$ cat src/rtl/flp_dec_pkg.sv
// Shared widths, step count and FSM state type for the decimal/BCD formatter.
package flp_dec_pkg;

  localparam int unsigned INT_W      = 24;
  localparam int unsigned INT_DIGITS = 8;
  localparam int unsigned CONV_STEPS = 24;

  typedef enum logic [1:0] {
    IDLE = 2'd0,
    CONV = 2'd1,
    DONE = 2'd2
  } state_t;

endpackage

$ cat src/rtl/flp_dec_bcd_conv_dd_step.sv
// One double-dabble step: add-3 correction on every BCD nibble, then shift in one bit.
module dd_step
  import flp_dec_pkg::*;
(
  input  logic [4*INT_DIGITS-1:0] acc,
  input  logic                    bit_in,
  output logic [4*INT_DIGITS-1:0] acc_next
);

  logic [4*INT_DIGITS-1:0] corr;

  // Correct all nibbles in parallel, then shift the accumulator left by one.
  always_comb begin
    corr = '0;
    for (int unsigned i = 0; i < INT_DIGITS; i++) begin
      corr[4*i +: 4] = (acc[4*i +: 4] >= 4'd5) ? acc[4*i +: 4] + 4'd3 : acc[4*i +: 4];
    end
    acc_next = {corr[4*INT_DIGITS-2:0], bit_in};
  end

endmodule

$ cat src/rtl/flp_dec_bcd_conv.sv
// Binary integer/fraction to packed BCD formatter: double-dabble for the
// integer part and multiply-by-10 for the fraction, running side by side.
module flp_dec_bcd_conv
  import flp_dec_pkg::*;
#(
  parameter int unsigned N_FRAC = 6
)(
  input  logic                    clk,
  input  logic                    rst_n,
  input  logic                    in_valid,
  output logic                    in_ready,
  input  logic                    sign_in,
  input  logic [INT_W-1:0]        int_in,
  input  logic [INT_W-1:0]        frac_in,
  output logic                    out_valid,
  input  logic                    out_ready,
  output logic                    sign_out,
  output logic [4*INT_DIGITS-1:0] int_bcd,
  output logic [4*N_FRAC-1:0]     frac_bcd,
  output logic                    busy
);

  localparam logic [4:0] LAST_STEP = 5'(CONV_STEPS - 1);
  localparam logic [4:0] NF        = 5'(N_FRAC);
  localparam logic [4:0] NF_LAST   = 5'(N_FRAC - 1);

  state_t                  state, state_next;
  logic [INT_W-1:0]        bin_sh;
  logic [4*INT_DIGITS-1:0] bcd_acc;
  logic [4*INT_DIGITS-1:0] dd_next;
  logic [INT_W-1:0]        frac_acc;
  logic [4:0]              cnt;
  logic [INT_W+3:0]        prod;
  logic [4*N_FRAC-1:0]     frac_bcd_next;

  dd_step u_dd_step (
    .acc      (bcd_acc),
    .bit_in   (bin_sh[INT_W-1]),
    .acc_next (dd_next)
  );

  // Fraction times ten; the overflow nibble is the next decimal digit.
  always_comb begin
    prod = {1'b0, frac_acc, 3'b000} + {3'b000, frac_acc, 1'b0};
    frac_bcd_next = frac_bcd;
    for (int unsigned i = 0; i < N_FRAC; i++) begin
      if (cnt == NF_LAST - 5'(i)) begin
        frac_bcd_next[4*i +: 4] = prod[INT_W+3:INT_W];
      end
    end
  end

  // State register.
  always_ff @(posedge clk or negedge rst_n) begin
    if (!rst_n) state <= IDLE;
    else        state <= state_next;
  end

  // Next-state decode.
  always_comb begin
    state_next = state;
    case (state)
      IDLE:    if (in_valid)          state_next = CONV;
      CONV:    if (cnt == LAST_STEP)  state_next = DONE;
      DONE:    if (out_ready)         state_next = IDLE;
      default:                        state_next = IDLE;
    endcase
  end

  // Handshake and status outputs decoded from the state.
  always_comb begin
    in_ready  = (state == IDLE);
    busy      = (state == CONV);
    out_valid = (state == DONE);
  end

  // Datapath: load on accept, one integer bit and (while digits remain) one fraction digit per step.
  always_ff @(posedge clk or negedge rst_n) begin
    if (!rst_n) begin
      bin_sh   <= '0;
      bcd_acc  <= '0;
      frac_acc <= '0;
      cnt      <= '0;
      sign_out <= 1'b0;
      int_bcd  <= '0;
      frac_bcd <= '0;
    end else begin
      case (state)
        IDLE: begin
          if (in_valid) begin
            bin_sh   <= int_in;
            bcd_acc  <= '0;
            frac_acc <= frac_in;
            sign_out <= sign_in;
            cnt      <= '0;
            frac_bcd <= '0;
          end
        end
        CONV: begin
          bin_sh  <= {bin_sh[INT_W-2:0], 1'b0};
          bcd_acc <= dd_next;
          if (cnt < NF) begin
            frac_acc <= prod[INT_W-1:0];
            frac_bcd <= frac_bcd_next;
          end
          cnt <= cnt + 5'd1;
          if (cnt == LAST_STEP) int_bcd <= dd_next;
        end
        default: ;
      endcase
    end
  end

endmodule

$ cat config.mk
export PLATFORM = sky130hd
export DESIGN_NAME = flp_dec_bcd_conv
export DESIGN_NICKNAME = d
export VERILOG_FILES = /design/src/rtl/flp_dec_pkg.sv /design/src/rtl/flp_dec_bcd_conv_dd_step.sv /design/src/rtl/flp_dec_bcd_conv.sv
export SDC_FILE = /design/constraint.sdc
export NUM_CORES = 1
export LEC_CHECK = 0
export CAP_MARGIN = 30
export CORE_MARGIN = 2
export CORE_UTILIZATION = 50
export CTS_CLUSTER_SIZE = 20
export DETAILED_ROUTE_END_ITERATION = 6
export GPL_TIMING_DRIVEN = 0
export PLACE_DENSITY = 0.77
export SLEW_MARGIN = 20
export SYNTH_ARGS = -nofsm -noshare
export SYNTH_HDL_FRONTEND = slang
export SYNTH_HIERARCHICAL = 1
export SYNTH_SLANG_ARGS = --single-unit
export TNS_END_PERCENT = 5
$ cat constraint.sdc
create_clock -name clk -period 2.55 [get_ports clk]
set_clock_uncertainty 0.15 [all_clocks]
set_input_delay 0.255 -clock clk [delete_from_list [all_inputs] [get_ports clk]]
set_output_delay 0.255 -clock clk [all_outputs]
set_load 0.01 [all_outputs]
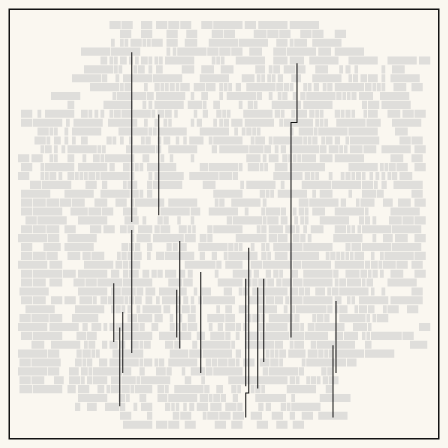
Fig. 1. Signal wires on met4.
Cells faint in the background.
share of all routed wire	2.5%
nets with wire on the layer	14
total number of vias: 6953
Detailed Route WL: 21100 um

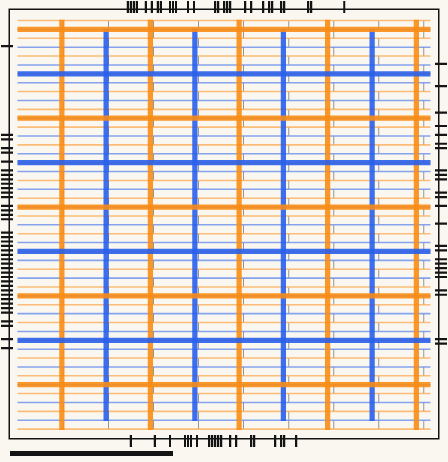
Fig. 2. PDN straps and rails.
Bar = 50 um. Pins as bars on the die edge. Tap cells in gray.
color	net
orange	VSS
blue	VDD
met4 straps	9
signal pins	113

==> summary.txt <==
From the run reports.

- The clock-pin slew of the registers on the worst-case setup and hold paths is 0.06 ns.
- The flip-flop and latch count is 144.
- The logic depth of the worst register-to-register path is 8.
- The area of all placed cells without fillers is 0.0105 mm^2.
- The global-route met1 utilization reads 33.3%.
- The power per unit of standard cell area is 1610 mW/mm^2.
- The area recorded from the Yosys report for this design is 0.00807 mm^2.
- Summing all multiplexer cells gives an area fraction of 9.21%.
- The fraction of the yosys area taken by sequential cells is 44.6%.
- Subtracting the final worst setup slack from the clock period gives 2.55 ns.
- The footprint of the flip-flops and latches reads 0.00361 mm^2.
- The post-route report lists met1 wire length as 9340 um.
- The share of the core filled with cells reads 66.2%.
- The peak fanout along the critical path reads 6.
- The number of buffers inserted by post-CTS setup repair is 3.
- Net switching is 45.0% of the power.
- The final timing report gives a worst setup slack of 0.00172 ns.
- The number of combinational gates with multiple inputs is 661.
- Of the available clock period, the critical path in the final layout requires 99.9%.
- The launch instance of the worst register-to-register path reads frac_acc[2].
- The most common logic cells in the final layout are sky130_fd_sc_hd__nand2_1, sky130_fd_sc_hd__dfrtp_1, sky130_fd_sc_hd__clkdlybuf4s50_1.
- The startpoint class of the critical path reads a flip-flop.
- The routed wirelength normalized by instance count is 16.9 um.
- The die is 131 um tall.
- The maximum level of the CTS H-tree is 4.
- The placed instances occupy a cell area of 0.00950 mm^2.
- The number of port buffers is 112.
- The sequential cell area share is 34.5%.
- The registers reported with the highest flop counts are bcd_acc: 32 flops, int_bcd: 32 flops.
- The core area reads 0.0158 mm^2.
- For this run, the slowest stage of the critical path takes 0.44 ns.
- The critical path endpoint has a required time of 2.77 ns.
- Setup repair after global routing could not meet its margin everywhere.
- The count of unique library cells instantiated by Yosys is 55.
- The wire length of the first global-routing pass reads 32900 um.
- The most frequently placed logic cell in the final layout reads sky130_fd_sc_hd__nand2_1.
- The remaining routing DRC violations is 0.
- The fraction of layout cells with a size suffix above 1 is 17.7%.
- The worst hold slack across all endpoints is 0.195 ns.
- Signal routing reaches up to met4.
- The fmax is 392 MHz.
- After its last routability iteration, the placer logged a weighted congestion of 0.912.
- The number of global-route vias before repair is 6544.
- The reported max-cap violation count reads 0.
- The setup path with the least slack is of type reg2reg.
- The count of flip-flops with a built-in enable after synthesis is 0.
- The mapped netlist covers 0.00807 mm^2.
- The run finished with clean final reports.
- Per the skew report, the later register of the worst-skew pair sees a clock latency of 0.42 ns.
- The final antenna diode tally reported by the flow is 0.
- The final non-filler cell total reads 1247.
- Looking at the global route congestion table, the highest-usage layer is met2.
- The total power draw reads 0.0168 W.
- The clock buffer count from CTS is 17.
- The count of final hold-check violations reads 0.
- The flop and latch count out of synthesis reads 144.
- The main flop type reads sky130_fd_sc_hd__dfrtp_1.
- Combinational cells consume a total of 0.0102 W.
- Measured against its own limit, the worst slew margin works out to 55.1%.
- The TritonCTS clock tree reads yes.
- The arithmetic-cell share of the synthesized area counting full adders, half adders and majority gates is 6.76%.
- The proportion of power drawn by flip-flops and latches reads 25.3%.
- The critical path goes through ha_1 -> nand3_1 -> nor2_2 -> o2111ai_4 -> nand4_4 -> a21oi_4 -> mux2i_4 -> mux2_2.
- The leading cell category by total area is multi-input combinational cells.
- The yosys stat cell total is 877.
- The largest family of logic cells by area is simple AND/OR/NAND/NOR gates.
- The cell-mix breakdown from Yosys lists the compound-gate area share as 14.8%.
- The combinational share of power reads 60.8%.
- The standard cell with the maximum stage delay on the critical path is sky130_fd_sc_hd__dfrtp_1.
- The count of fill cells added during filler insertion is 1238.
- The relative area change from synthesis to final layout reads 29.7%.
- The hold-fix buffer count after cts is 1.
- The net switching power reads 0.00758 W.
- The global routing usage on met2 is 39.9%.
- The leakage power summed over all cells reads 4.54 nW.
- The worst setup path is captured at a flip-flop.
- The area share of the largest cell type after synthesis is 44.6%.
Power and IR drop assume default switching activity.
